**src/rtl/cpu_clk_pkg.sv**
```systemverilog
// Shared state encodings and widths for the CPU clock-enable controller.
package cpu_clk_pkg;

    typedef enum logic [1:0] {
        S_STEP = 2'b00,
        S_RUN  = 2'b01,
        S_HALT = 2'b10
    } state_t;

    localparam int unsigned CE_COUNT_W = 16;

endpackage

```
**src/rtl/btn_debounce.sv**
```systemverilog
// Two-flop synchronizer, level debouncer and press (0->1) pulse for a raw pushbutton.
module btn_debounce #(
    parameter int unsigned DEBOUNCE_CYCLES = 8,
    parameter int unsigned DB_W            = 20
) (
    input  logic clk,
    input  logic rst,
    input  logic btn_raw,
    output logic btn_level,
    output logic press_pulse
);

    localparam logic [DB_W-1:0] CntLast = DB_W'(DEBOUNCE_CYCLES - 1);

    logic            s1_q;
    logic            s2_q;
    logic            level_q;
    logic            pulse_q;
    logic [DB_W-1:0] cnt_q;

    always_ff @(posedge clk) begin
        if (rst) begin
            s1_q    <= 1'b0;
            s2_q    <= 1'b0;
            level_q <= 1'b0;
            pulse_q <= 1'b0;
            cnt_q   <= '0;
        end else begin
            s1_q    <= btn_raw;
            s2_q    <= s1_q;
            pulse_q <= 1'b0;
            // Any sample agreeing with the accepted level restarts the stability window.
            if (s2_q == level_q) begin
                cnt_q <= '0;
            end else if (cnt_q == CntLast) begin
                level_q <= s2_q;
                cnt_q   <= '0;
                pulse_q <= s2_q;
            end else begin
                cnt_q <= cnt_q + 1'b1;
            end
        end
    end

    assign btn_level   = level_q;
    assign press_pulse = pulse_q;

endmodule

```
**src/rtl/cpu_clk_ctrl.sv**
```systemverilog
// CPU clock-enable generator: divided free-run, debounced single-step and halt freeze.
// Optional ce_count pulse counter is built when CPU_CLK_CE_COUNT_EN is defined.
module cpu_clk_ctrl
    import cpu_clk_pkg::*;
#(
    parameter int unsigned DIVISOR         = 4,
    parameter int unsigned DIV_W           = 24,
    parameter int unsigned DEBOUNCE_CYCLES = 8,
    parameter int unsigned DB_W            = 20
) (
    input  logic                  clk,
    input  logic                  rst,
    input  logic                  run_mode,
    input  logic                  step_btn,
    input  logic                  halt,
    output logic                  cpu_ce,
    output logic [1:0]            state,
    output logic [CE_COUNT_W-1:0] ce_count
);

    localparam logic [DIV_W-1:0] DivLast = DIV_W'(DIVISOR - 1);

    logic             btn_level;
    logic             press_pulse;
    logic             step_pulse;
    logic             tick;
    logic             cpu_ce_q;
    logic [DIV_W-1:0] div_cnt_q;
    state_t           state_q;

    btn_debounce #(
        .DEBOUNCE_CYCLES(DEBOUNCE_CYCLES),
        .DB_W           (DB_W)
    ) u_debounce (
        .clk        (clk),
        .rst        (rst),
        .btn_raw    (step_btn),
        .btn_level  (btn_level),
        .press_pulse(press_pulse)
    );

    // A press pulse only ever coincides with the newly accepted high level.
    assign step_pulse = press_pulse & btn_level;
    assign tick       = (div_cnt_q == DivLast);

    always_ff @(posedge clk) begin
        if (rst) begin
            state_q   <= S_STEP;
            div_cnt_q <= '0;
            cpu_ce_q  <= 1'b0;
        end else begin
            cpu_ce_q <= ((state_q == S_RUN) && run_mode && !halt && tick) ||
                        ((state_q == S_STEP) && !run_mode && !halt && step_pulse);

            if (state_q == S_RUN) begin
                div_cnt_q <= tick ? '0 : div_cnt_q + 1'b1;
            end else begin
                div_cnt_q <= '0;
            end

            if (halt) begin
                state_q <= S_HALT;
            end else begin
                case (state_q)
                    S_STEP:  state_q <= run_mode ? S_RUN : S_STEP;
                    S_RUN:   state_q <= run_mode ? S_RUN : S_STEP;
                    S_HALT:  state_q <= run_mode ? S_RUN : S_STEP;
                    default: state_q <= S_STEP;
                endcase
            end
        end
    end

    assign cpu_ce = cpu_ce_q;
    assign state  = state_q;

`ifdef CPU_CLK_CE_COUNT_EN
    logic [CE_COUNT_W-1:0] ce_count_q;

    always_ff @(posedge clk) begin
        if (rst) begin
            ce_count_q <= '0;
        end else if (cpu_ce_q) begin
            ce_count_q <= ce_count_q + 1'b1;
        end
    end

    assign ce_count = ce_count_q;
`else
    assign ce_count = '0;
`endif

endmodule

```
**config.mk**
```make
export PLATFORM = sky130hd
export DESIGN_NAME = cpu_clk_ctrl
export DESIGN_NICKNAME = d
export VERILOG_FILES = /design/src/rtl/cpu_clk_pkg.sv /design/src/rtl/btn_debounce.sv /design/src/rtl/cpu_clk_ctrl.sv
export SDC_FILE = /design/constraint.sdc
export NUM_CORES = 1
export LEC_CHECK = 0
export CAP_MARGIN = 20
export CORE_ASPECT_RATIO = 0.8
export CORE_MARGIN = 2
export CORE_UTILIZATION = 34
export CTS_CLUSTER_SIZE = 16
export DETAILED_ROUTE_END_ITERATION = 16
export GPL_TIMING_DRIVEN = 0
export SYNTH_ARGS = -nofsm -noshare
export SYNTH_HDL_FRONTEND = slang
export SYNTH_SLANG_ARGS = --single-unit
```
**constraint.sdc**
```tcl
create_clock -name clk -period 2.1 [get_ports clk]
set_input_delay 0.42 -clock clk [delete_from_list [all_inputs] [get_ports clk]]
set_output_delay 0.42 -clock clk [all_outputs]
set_load 0.05 [all_outputs]
```
==> notes.org <==
* Implementation run

** Run status
- Outcome :: finished clean

** Yosys
- For this run, the register share of the synthesized area comes to 0.422.
- Sorting the synthesized cells by how often they occur yields sky130_fd_sc_hd__dfxtp_1 (51), sky130_fd_sc_hd__nor2_1 (41), sky130_fd_sc_hd__xnor2_1 (20).
- Of the post-synthesis cell area, the dominant cell type holds 0.422.
- The synthesized netlist handed to floorplanning was reported with a cell count of 288.
- For this run, the chip area from Yosys synthesis comes to about 2400 um2.
- Yosys reports the multiplexer fraction of the synthesized area as 0.
- Counting distinct cell types in the post-synthesis netlist gives 35.
- Sorting the Yosys area breakdown by cell type puts at the top sky130_fd_sc_hd__dfxtp_1.
- The synth_stat.txt file lists the number of cells as 288.
- The synthesis log from Yosys contains 0 warnings.
- The commonest register cell is sky130_fd_sc_hd__dfxtp_1.
- Post-synth design cell area :: 2420 um2
- Asr flop ratio synth :: 0
- Share of the synthesized netlist area taken by xor and xnor gates :: 0.0977
- Main combinational cell family by area after synthesis :: simple AND/OR/NAND/NOR gates

** Setup path
- The worst setup path is captured at a register.
- End of the worst register-to-register path :: div_cnt_q[19]$_SDFF_PP0_
- Per the timing report, the most critical flop-to-flop path originates at div_cnt_q[4]$_SDFF_PP0_.
- Startpoint-to-endpoint class of the critical path :: register to register
- The largest individual stage delay along the critical path comes from the cell sky130_fd_sc_hd__or4_1.
- Counting both buffers and inverters, the worst setup path holds a total of 2.
- Worst stage delay on the critical path :: roughly 540 ps
- Worst Reg2Reg Path Length in Cells :: 6
- Startpoint type of the worst setup path :: register

** Layout
- Combinational share of cell area :: 0.454
- MI comb cells :: ~220
- Most used logic cell in the final layout :: sky130_fd_sc_hd__dfxtp_1
- Per the final report, the share of cell area in non-clock buffers is 0.0898.
- The fraction of final cell area spent on clock buffers and inverters in this run is 0.0373.
- Biggest Area Class :: logic gates
- Flop area :: 1020 um2

** Drt
- Remaining DRCs :: 0
- First-pass DRT Iterations :: 7
- Number of vias per cell :: just under 5
- For this block, wires on met1 add up to 2480 um.
- Count of antenna-violating nets left after detailed routing :: 0
- Per the detail_route log, met3 wirelength is 234 um.
- Iter 0 DRT Violations :: 110

** STA
- The worst-case max-slew headroom was logged as 0.606.
- On the final layout, the worst hold slack is 445 ps.
- Fin Setup TNS :: 0 ps
- Transition at the pin with the smallest max-transition slack :: 586 ps
- Setup repair after global routing left no endpoint under its margin.
- The last timing report of the flow puts the setup violation total at 0.
- Portion of the clock cycle consumed by the worst path in the final layout :: 0.962

** Clocking
- The number of hold buffers added after CTS was 0.
- Buffers inserted during post-CTS setup optimization :: 0
- CTS-repair resized insts :: 1
- Per the post-CTS timing run, clock transition at the registers of the reported paths is 90 ps.
- Number of CTS-inserted buffers :: 5

** Power
- Net switching power :: between 0.4 and 0.5 mW
- Main power group :: registers
- Combinational fraction of design power :: 0.073
- Cell-internal power :: 1.31 mW
- Leakage power :: about 0.87 nW
- Sum of internal, switching and leakage power :: 1.71 mW

** Floorplan
- Chip footprint :: ~7800 um2
- Fp_density :: 0.351
- Ports :: 24

** Global route
- Recorded from the global router log, the overflow total was 0.
- Entering global routing, the biggest net connects 16 pins.
- Routing usage on met1 :: 0.185
- Antenna violations before repair :: 0
- The first global-routing pass estimated 7990 um of wire.
- Global routing put the most usage on met1.
- met3 track demand over resource after global routing is 0.0333.

** Placement
- Gp weighted congestion :: between 0.7 and 0.8
- Detailed placement reports a standard cell area of 2660 um2.
- Per the post-place timing report, worst setup slack is -10.7 ps.
- IO Port Bufs :: 7
- Once detailed placement completed, the half-perimeter wirelength came to 3460 um.

** Flow run
- In this run the maximum-capacitance check reported violations numbering 0.
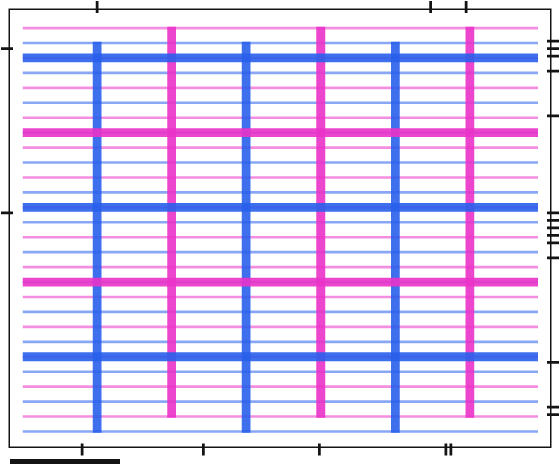
*Floorplan with the power grid*
Bar = 20 um. Pins as bars on the die edge.
VSS: in blue. VDD: in magenta.
24 signal pins sit on the boundary. The core has 27 rows. 28 met1 rails follow the rows.
Peak supply drop: 0.000320 V
die width: 98.3 um
core region area: 6890 um2
Die Span Y: 79.5 um

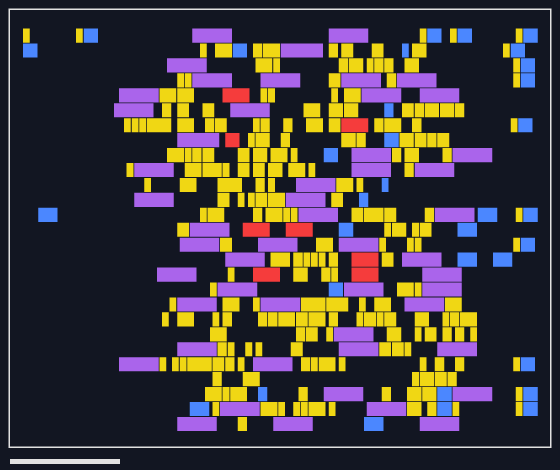
*Placed cells, one color a class*
Bar = 20 um.
sequential cells: in purple, cells 51, share of their area 38%. remaining buffers and delay cells: in blue, cells 33, share of their area 9.3%. remaining logic cells: in yellow, cells 225, share of their area 49%. clock drivers and dummy loads: in red, cells 8, share of their area 3.9%.
# rows: 27
register fraction of the total cell area: 0.367
Layout Utilization: 0.404
Post-Layout Inst Area: 2790 um2

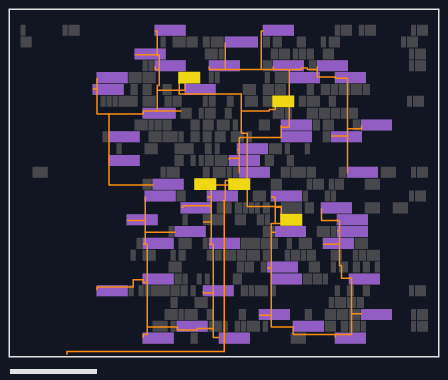
*Clock wires, drivers and flops*
Bar = 20 um.
flip-flops: in purple, count 51. clock-net drivers: in yellow, count 5. clock wires: in orange, length 602 um.
There are 6 routed clock nets.
Layout Skew: 8.38 ps
power drawn by the clock network: 0.613 mW
Clk Latency, worst-skew pair: 300 ps
part of the total power dissipated in the clock network: 0.358

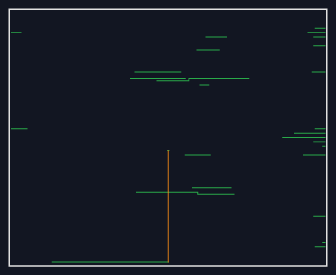
*Wiring by layer*
Two of the layers only.
M3: in green, wire length 234 um. M4: in orange, wire length 34.7 um.
Wirelength per Cell: 11.7 um
final routed wirelength across all metal layers: 4720 um
detailed-route via count: 2001
Overall Global Routing Usage: 0.127

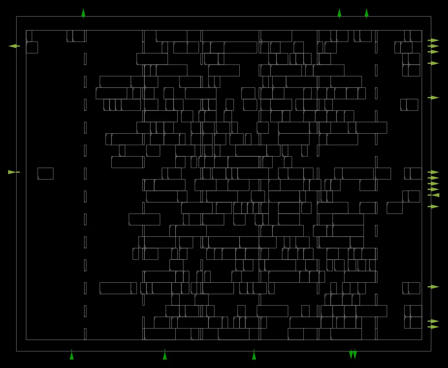
*Cell outlines without signal wires*
fillcell total: 706
Seq Cell Count: 51
# Taps: 87
number of standard cells in the layout, taps in and fillers out: 404

Power and IR drop assume default switching activity.
